==> src/rtl/sustain_envelope_pkg.sv <==
// Shared definitions for the per-voice ADSR envelope: state encoding and gain limits.
package sustain_envelope_pkg;

  typedef enum logic [2:0] {
    ST_IDLE    = 3'd0,
    ST_ATTACK  = 3'd1,
    ST_DECAY   = 3'd2,
    ST_SUSTAIN = 3'd3,
    ST_RELEASE = 3'd4
  } env_state_t;

  localparam logic [7:0] GAIN_MAX = 8'd255;
  localparam int         SAMPLE_W = 16;
  localparam int         COUNT_W  = 16;

endpackage

==> src/rtl/dffr.sv <==
// Codebase D flip-flop with synchronous active-high reset to zero.
module dffr #(
  parameter int W = 1
) (
  input  logic         clk,
  input  logic         r,
  input  logic [W-1:0] d,
  output logic [W-1:0] q
);

  // NOTE: sequential state always uses non-blocking assignment so every
  // flop samples its D input before any of them update.
  always_ff @(posedge clk) begin
    if (r) q <= '0;
    else   q <= d;
  end

endmodule

==> src/rtl/sustain_envelope_scaler.sv <==
// Applies the envelope gain to a signed sample: (sample * gain) >>> 8, one cycle latency.
module sustain_envelope_scaler
  import sustain_envelope_pkg::*;
(
  input  logic                       clk,
  input  logic                       reset,
  input  logic                       sample_tick,
  input  logic signed [SAMPLE_W-1:0] sample_in,
  input  logic [7:0]                 gain,
  output logic [SAMPLE_W-1:0]        sample_out,
  output logic                       sample_valid
);

  logic signed [24:0]         product;
  logic        [SAMPLE_W-1:0] out_d;

  // Gain is zero-extended to 9 bits so it multiplies as a positive value.
  always_comb begin
    product = 25'(sample_in) * 25'($signed({1'b0, gain}));
    out_d   = sample_tick ? 16'(product >>> 8) : sample_out;
  end

  dffr #(.W(SAMPLE_W)) u_out (
    .clk (clk),
    .r   (reset),
    .d   (out_d),
    .q   (sample_out)
  );

  dffr #(.W(1)) u_valid (
    .clk (clk),
    .r   (reset),
    .d   (sample_tick),
    .q   (sample_valid)
  );

endmodule

==> src/rtl/sustain_envelope.sv <==
// Per-voice attack/decay/sustain/release envelope; steps only on sample ticks.
module sustain_envelope
  import sustain_envelope_pkg::*;
#(
  parameter logic [7:0] ATTACK_STEP   = 8'd32,
  parameter logic [7:0] DECAY_STEP    = 8'd8,
  parameter logic [7:0] SUSTAIN_LEVEL = 8'd160,
  parameter logic [7:0] RELEASE_STEP  = 8'd4
) (
  input  logic                clk,
  input  logic                reset,
  input  logic                note_start,
  input  logic [COUNT_W-1:0]  sustain_count,
  input  logic                sample_tick,
  input  logic [SAMPLE_W-1:0] sample_in,
  output logic [SAMPLE_W-1:0] sample_out,
  output logic                sample_valid,
  output logic [7:0]          gain,
  output logic                busy,
  output logic                done
);

  logic [2:0]          state_q;
  env_state_t          state;
  env_state_t          state_d;
  logic [7:0]          gain_d;
  logic [COUNT_W-1:0]  counter;
  logic [COUNT_W-1:0]  counter_d;
  logic                done_d;
  logic [8:0]          attack_sum;
  logic signed [9:0]   decay_diff;

  assign state = env_state_t'(state_q);
  assign busy  = (state != ST_IDLE);

  // NOTE: every variable gets a default at the top of always_comb so no
  // path leaves it unassigned and no latch is inferred.
  always_comb begin
    state_d    = state;
    gain_d     = gain;
    counter_d  = counter;
    done_d     = 1'b0;
    attack_sum = {1'b0, gain} + {1'b0, ATTACK_STEP};
    decay_diff = $signed({2'b00, gain}) - $signed({2'b00, DECAY_STEP});

    // A retrigger keeps the current gain so the restart is click-free.
    if (note_start) begin
      state_d = ST_ATTACK;
    end else if (sample_tick) begin
      case (state)
        ST_IDLE: ;
        ST_ATTACK: begin
          if (attack_sum >= {1'b0, GAIN_MAX}) begin
            gain_d  = GAIN_MAX;
            state_d = ST_DECAY;
          end else begin
            gain_d = attack_sum[7:0];
          end
        end
        ST_DECAY: begin
          if (decay_diff <= $signed({2'b00, SUSTAIN_LEVEL})) begin
            gain_d    = SUSTAIN_LEVEL;
            counter_d = sustain_count;
            state_d   = ST_SUSTAIN;
          end else begin
            gain_d = decay_diff[7:0];
          end
        end
        ST_SUSTAIN: begin
          if (counter == '0) state_d = ST_RELEASE;
          else               counter_d = counter - 1'b1;
        end
        ST_RELEASE: begin
          if (gain <= RELEASE_STEP) begin
            gain_d  = '0;
            state_d = ST_IDLE;
            done_d  = 1'b1;
          end else begin
            gain_d = gain - RELEASE_STEP;
          end
        end
        default: state_d = ST_IDLE;
      endcase
    end
  end

  dffr #(.W(3)) u_state (
    .clk (clk),
    .r   (reset),
    .d   (state_d),
    .q   (state_q)
  );

  dffr #(.W(8)) u_gain (
    .clk (clk),
    .r   (reset),
    .d   (gain_d),
    .q   (gain)
  );

  dffr #(.W(COUNT_W)) u_counter (
    .clk (clk),
    .r   (reset),
    .d   (counter_d),
    .q   (counter)
  );

  dffr #(.W(1)) u_done (
    .clk (clk),
    .r   (reset),
    .d   (done_d),
    .q   (done)
  );

  // The scaler sees the registered gain, i.e. the value before this tick's step.
  sustain_envelope_scaler u_scaler (
    .clk          (clk),
    .reset        (reset),
    .sample_tick  (sample_tick),
    .sample_in    (sample_in),
    .gain         (gain),
    .sample_out   (sample_out),
    .sample_valid (sample_valid)
  );

endmodule

==> config.mk <==
export PLATFORM = sky130hd
export DESIGN_NAME = sustain_envelope
export DESIGN_NICKNAME = d
export VERILOG_FILES = /design/src/rtl/sustain_envelope_pkg.sv /design/src/rtl/dffr.sv /design/src/rtl/sustain_envelope_scaler.sv /design/src/rtl/sustain_envelope.sv
export SDC_FILE = /design/constraint.sdc
export NUM_CORES = 1
export LEC_CHECK = 0
export CORE_MARGIN = 2
export CORE_UTILIZATION = 55
export DETAILED_ROUTE_END_ITERATION = 10
export PLACE_DENSITY = 0.8
export SKIP_LAST_GASP = 1
export SYNTH_ARGS = -nofsm -noshare
export SYNTH_HDL_FRONTEND = slang
export SYNTH_SLANG_ARGS = --single-unit
==> constraint.sdc <==
create_clock -name clk -period 5.8 [get_ports clk]
set_input_delay 1.74 -clock clk [delete_from_list [all_inputs] [get_ports clk]]
set_output_delay 1.74 -clock clk [all_outputs]
set_load 0.005 [all_outputs]
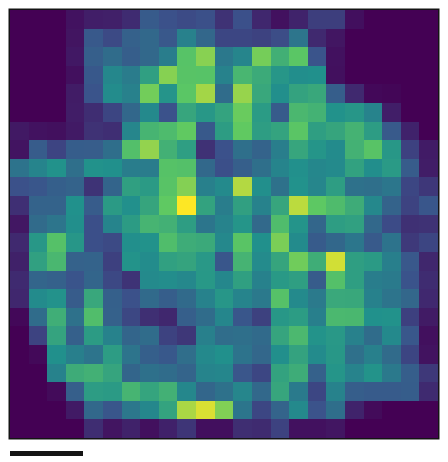
Fig. 1. Wiring heat map.
Scale bar: 20 um. 23 x 23 tiles, from dark purple (low) to yellow (high), scaled to the fullest tile. Values are wire area over tile area, all layers added.
mean over tiles	0.21
nearly empty tiles	12%
emptiest ninth of the die	north-west
fullest tile	0.59
tiles over half the peak	28%

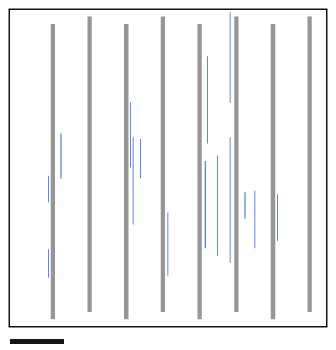
Fig. 2. Metal 4.
Scale bar: 20 um. Supply wires on this layer in grey.
share of all routed wire	2.0%
wire length on this layer	357 um
nets with wire on the layer	15
main direction	vertical
longest straight run	46.2 um
routed wire length: 18,000 um
routed via count: 6,375

==> results.sh <==
# yosys + openroad results
export IMPL_status="finished, final reports clean"
export IMPL_drc=0
export IMPL_seq_power_share_pct=41.5
export IMPL_grt_busiest_layer="met2"
export IMPL_drtAntennaViolNets=0
export IMPL_final_layout_size_suffix_gt1_share_pct=21.4
export IMPL_p_sw_share_pct=27.4
export IMPL_final_layout_top_logic_cells="144 x inv_1, 91 x fa_1, 88 x buf_4, 85 x nand2_1, 56 x and2_1"
export IMPL_worst_pin_slew_ns=0.978
export IMPL_synth_area_per_cell_sq_um=8.26
export IMPL_holdPathStages=2
export IMPL_hold_path_class="reg -> reg"
export IMPL_overflow=0
export IMPL_grt_pass1_wl_um=30200
export IMPL_numSynthFlops=44
export IMPL_lay_top_count="inv_1"
export IMPL_p_sw_mw=0.207
export IMPL_grt_usage_pct=27.3
export IMPL_rsz0062_at_grt="true"
export IMPL_max_cap_viol_count=0
export IMPL_tns_ns=0
export IMPL_die_x_um=117
export IMPL_clk_pin_slew_worst_paths_ns=0.06
export IMPL_dpl_worst_slack_ns=-0.899
export IMPL_tritoncts="built"
export IMPL_grt_pass1_vias=6699
export IMPL_core_area_sq_um=12500
export IMPL_htreeDepth=2
export IMPL_cts_sinks=44
export IMPL_use_met3_pct=2.47
export IMPL_fin_crit_sh_pct=98.0
export IMPL_crit_required_ns=5.96
export IMPL_yosys_warnings=0
export IMPL_ff_type="dfxtp_1"
export IMPL_max_clock_freq_mhz=176
export IMPL_wl_met2_um=9370
export IMPL_p_int_mw=0.549
export IMPL_grt_max_degree=44
export IMPL_edf_count=0
export IMPL_fp_utilization_pct=56.0
export IMPL_pwr_share_clk_pct=35.8
export IMPL_ir_worst_vdd_mv=0.107
export IMPL_dieArea_sq_um=13700
export IMPL_drv_slew=0
export IMPL_skew_ns=0.00524
export IMPL_nNetsFinal=1163
export IMPL_synthToLayoutAreaGrowth_pct=27.2
export IMPL_worstRegToRegCells=15
export IMPL_grtUsageMet1_pct=34.2
export IMPL_layout_min_cycle_time_ns=5.68
export IMPL_synthAdderAreaFrac_pct=37.2
export IMPL_cp_end_kind="register"
export IMPL_wire_per_inst_um=15.7
export IMPL_startpoint_type="input pin"
export IMPL_p_leak_nw=4.23
export IMPL_drt_first_pass_iters=5
export IMPL_highest_layer="met4"
export IMPL_met3_length_um=696
export IMPL_clk_latency_ns=0.28
export IMPL_ys_sh_xor_pct=2.37
export IMPL_via_per_inst=5.55
export IMPL_clockBufferDepth=2
export IMPL_cts_repair_resized=81
export IMPL_met1_length_um=7600
export IMPL_synth_logic_top_family="adder cells"
export IMPL_synth_area_sq_um=7010
export IMPL_port_buffers=62
export IMPL_worst_ep_arrival_time_ns=5.85
export IMPL_layoutNonFillerInstCount=1148
export IMPL_slew_headroom_pct=34.8
export IMPL_combPwrFrac_pct=22.7
export IMPL_power_density_nw_per_um2=84.8
export IMPL_antennaDiodeCount=0
export IMPL_cts_buffers=5
export IMPL_synthArstFlopShare_pct=0
export IMPL_placed_cells=1133
export IMPL_flop_area_sq_um=881
export IMPL_synth_cell_types=73
export IMPL_syn_nets=1036
export IMPL_worstSetupPathType="in -> reg"
export IMPL_r2r_slack_ns=0.72
export IMPL_ys_area_sq_um=7010
export IMPL_mux_share_pct=0.571
export IMPL_final_comb_area_sq_um=5780
export IMPL_hold_viol=0
export IMPL_routabilityCongestion=0.903
export IMPL_dieHeight_um=117
export IMPL_ys_sh_simple_pct=21.0
export IMPL_cts_setup_buffers=4
export IMPL_setup_violations_final=0
export IMPL_dpl_hpwl_um=13400
export IMPL_critPathMaxFanout=5
export IMPL_antenna_found_initial=0
export IMPL_netlist_instances=849
export IMPL_root_buffer="clkbuf_16"
export IMPL_met2_usage_pct=51.1
export IMPL_warnings=36
export IMPL_dr_first_iter_drc_count=568
export IMPL_fin_ws_ns=0.117
export IMPL_ys_seq_share_pct=12.6
export IMPL_holdBufCountCts=0
export IMPL_synthAoiAreaFrac_pct=15.7
export IMPL_io_pins=63
export IMPL_ys_cells=849
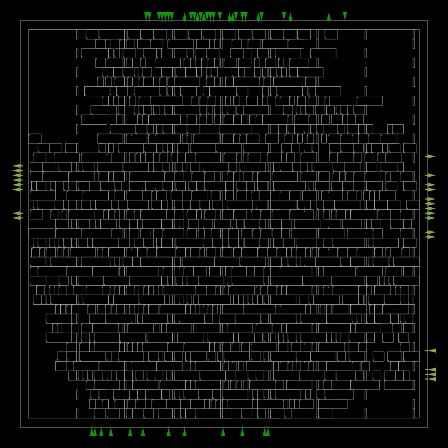
Fig. 3. Placement view.
Core Util, Final: 71.2%
Site Rows: 41
# Taps: 172
Seq area share: 9.88%
fill cell count: 958

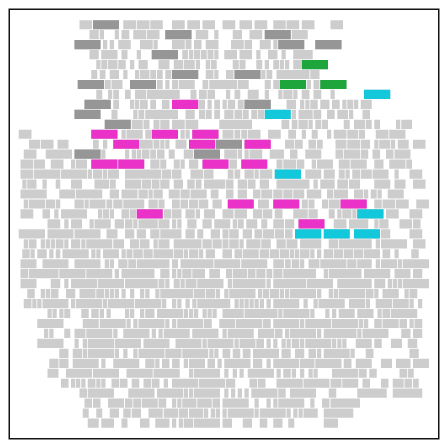
Fig. 4. Sequential cells coloured by netlist name.
Other sequential cells in the stronger grey, the rest of the logic in the fainter grey.
name in the netlist	colour	sequential cells
`u_gain.q`	cyan	7
`u_scaler.u_out.q`	magenta	16
`u_state.q`	green	3
not coloured	18

-- flip-flops by register name (all words and copies together), names as in the netlist --
signal	cells
u_counter.q	16
u_scaler.u_out.q	16
u_scaler.u_valid.q	1
u_gain.q	7
u_done.q	1
u_state.q	3
-- worst max-delay path: stages --
cell	delay, ns
buf_4	0.10
nand2_4	0.06
buf_6	0.16
fa_1	0.52
inv_2	0.04
fa_1	0.48
fa_1	0.53
inv_2	0.04
fa_1	0.49
inv_2	0.05
ha_4	0.29
nand2_2	0.06
or4_4	0.57
a2111oi_4	0.40
o31a_1	0.21
o31ai_2	0.07
-- power by group through the flow --
| stage | registers, mW | clock network (mW) | logic (mW) |
|---|---|---|---|
| after floorplan | 0.318 | 0 | 0.0760 |
| after global placement | 0.320 | 0 | 0.152 |
| after detailed placement | 0.320 | 0 | 0.155 |
| after CTS | 0.314 | 0.273 | 0.164 |
| after global routing | 0.314 | 0.284 | 0.189 |
| final | 0.314 | 0.271 | 0.171 |
-- path summary, 6_finish.rpt --
check	from	end
hold reg to reg	u_scaler.u_out.q[8]$_SDFFE_PP0P_	u_scaler.u_out.q[8]$_SDFFE_PP0P_
hold / removal	u_scaler.u_out.q[8]$_SDFFE_PP0P_	u_scaler.u_out.q[8]$_SDFFE_PP0P_
setup / recovery	sample_in[10]	u_scaler.u_out.q[13]$_SDFFE_PP0P_
setup reg to reg	u_gain.q[0]$_SDFFE_PP0P_	u_scaler.u_out.q[13]$_SDFFE_PP0P_
-- layout make-up --
| class | count | area share [%] |
|---|---|---|
| timing repair buffer | 156 | 14.9 |
| tap | 172 | 2.41 |
| sequential | 44 | 9.88 |
| clock buffer | 6 | 1.45 |
| clock inverter | 1 | 0.0561 |
| inverter | 153 | 6.44 |
| multi-input combinational | 616 | 64.8 |
-- synth_stat cells (all sizes together), types with 3 or more instances --
cell / n / share of area [%]
a2111oi: 5 / 1.1
nor4b: 3 / 0.37
o21ai: 39 / 2.8
a211o: 5 / 0.62
nor3: 17 / 1.2
nor3b: 4 / 0.43
nor2b: 3 / 0.27
or3: 5 / 0.45
clkbuf: 25 / 1.3
a21o: 9 / 0.96
nor2: 31 / 1.7
xor2: 8 / 1.0
or4: 5 / 0.54
and3: 8 / 0.79
nand2b: 12 / 1.1
a31oi: 8 / 0.80
a211oi: 10 / 1.1
a22oi: 3 / 0.32
a31o: 6 / 0.75
ha: 55 / 9.8
buf: 11 / 1.0
o211ai: 6 / 0.64
mux2i: 4 / 0.57
o31ai: 3 / 0.39
nand4: 6 / 0.54
nand3: 12 / 1.1
a21oi: 41 / 2.9
nor4: 4 / 0.57
nand2: 102 / 5.5
fa: 96 / 27
or2: 3 / 0.27
o221a: 3 / 0.48
dfxtp: 44 / 13
inv: 152 / 8.1
xnor2: 11 / 1.4
and2: 60 / 5.4
-- per-stage QoR --
stage,hold WS (ns),power [mW],util [%],instance area (sq um)
floorplan,0.444,0.394,-,7020
global placement,0.439,0.473,66.6,8330
detailed placement,0.451,0.475,66.6,8330
CTS,0.465,0.750,70.1,8770
global route,0.495,0.787,71.2,8910
finish,0.468,0.756,71.2,8910
No activity file was given, so power comes from the tool's default toggle rates.
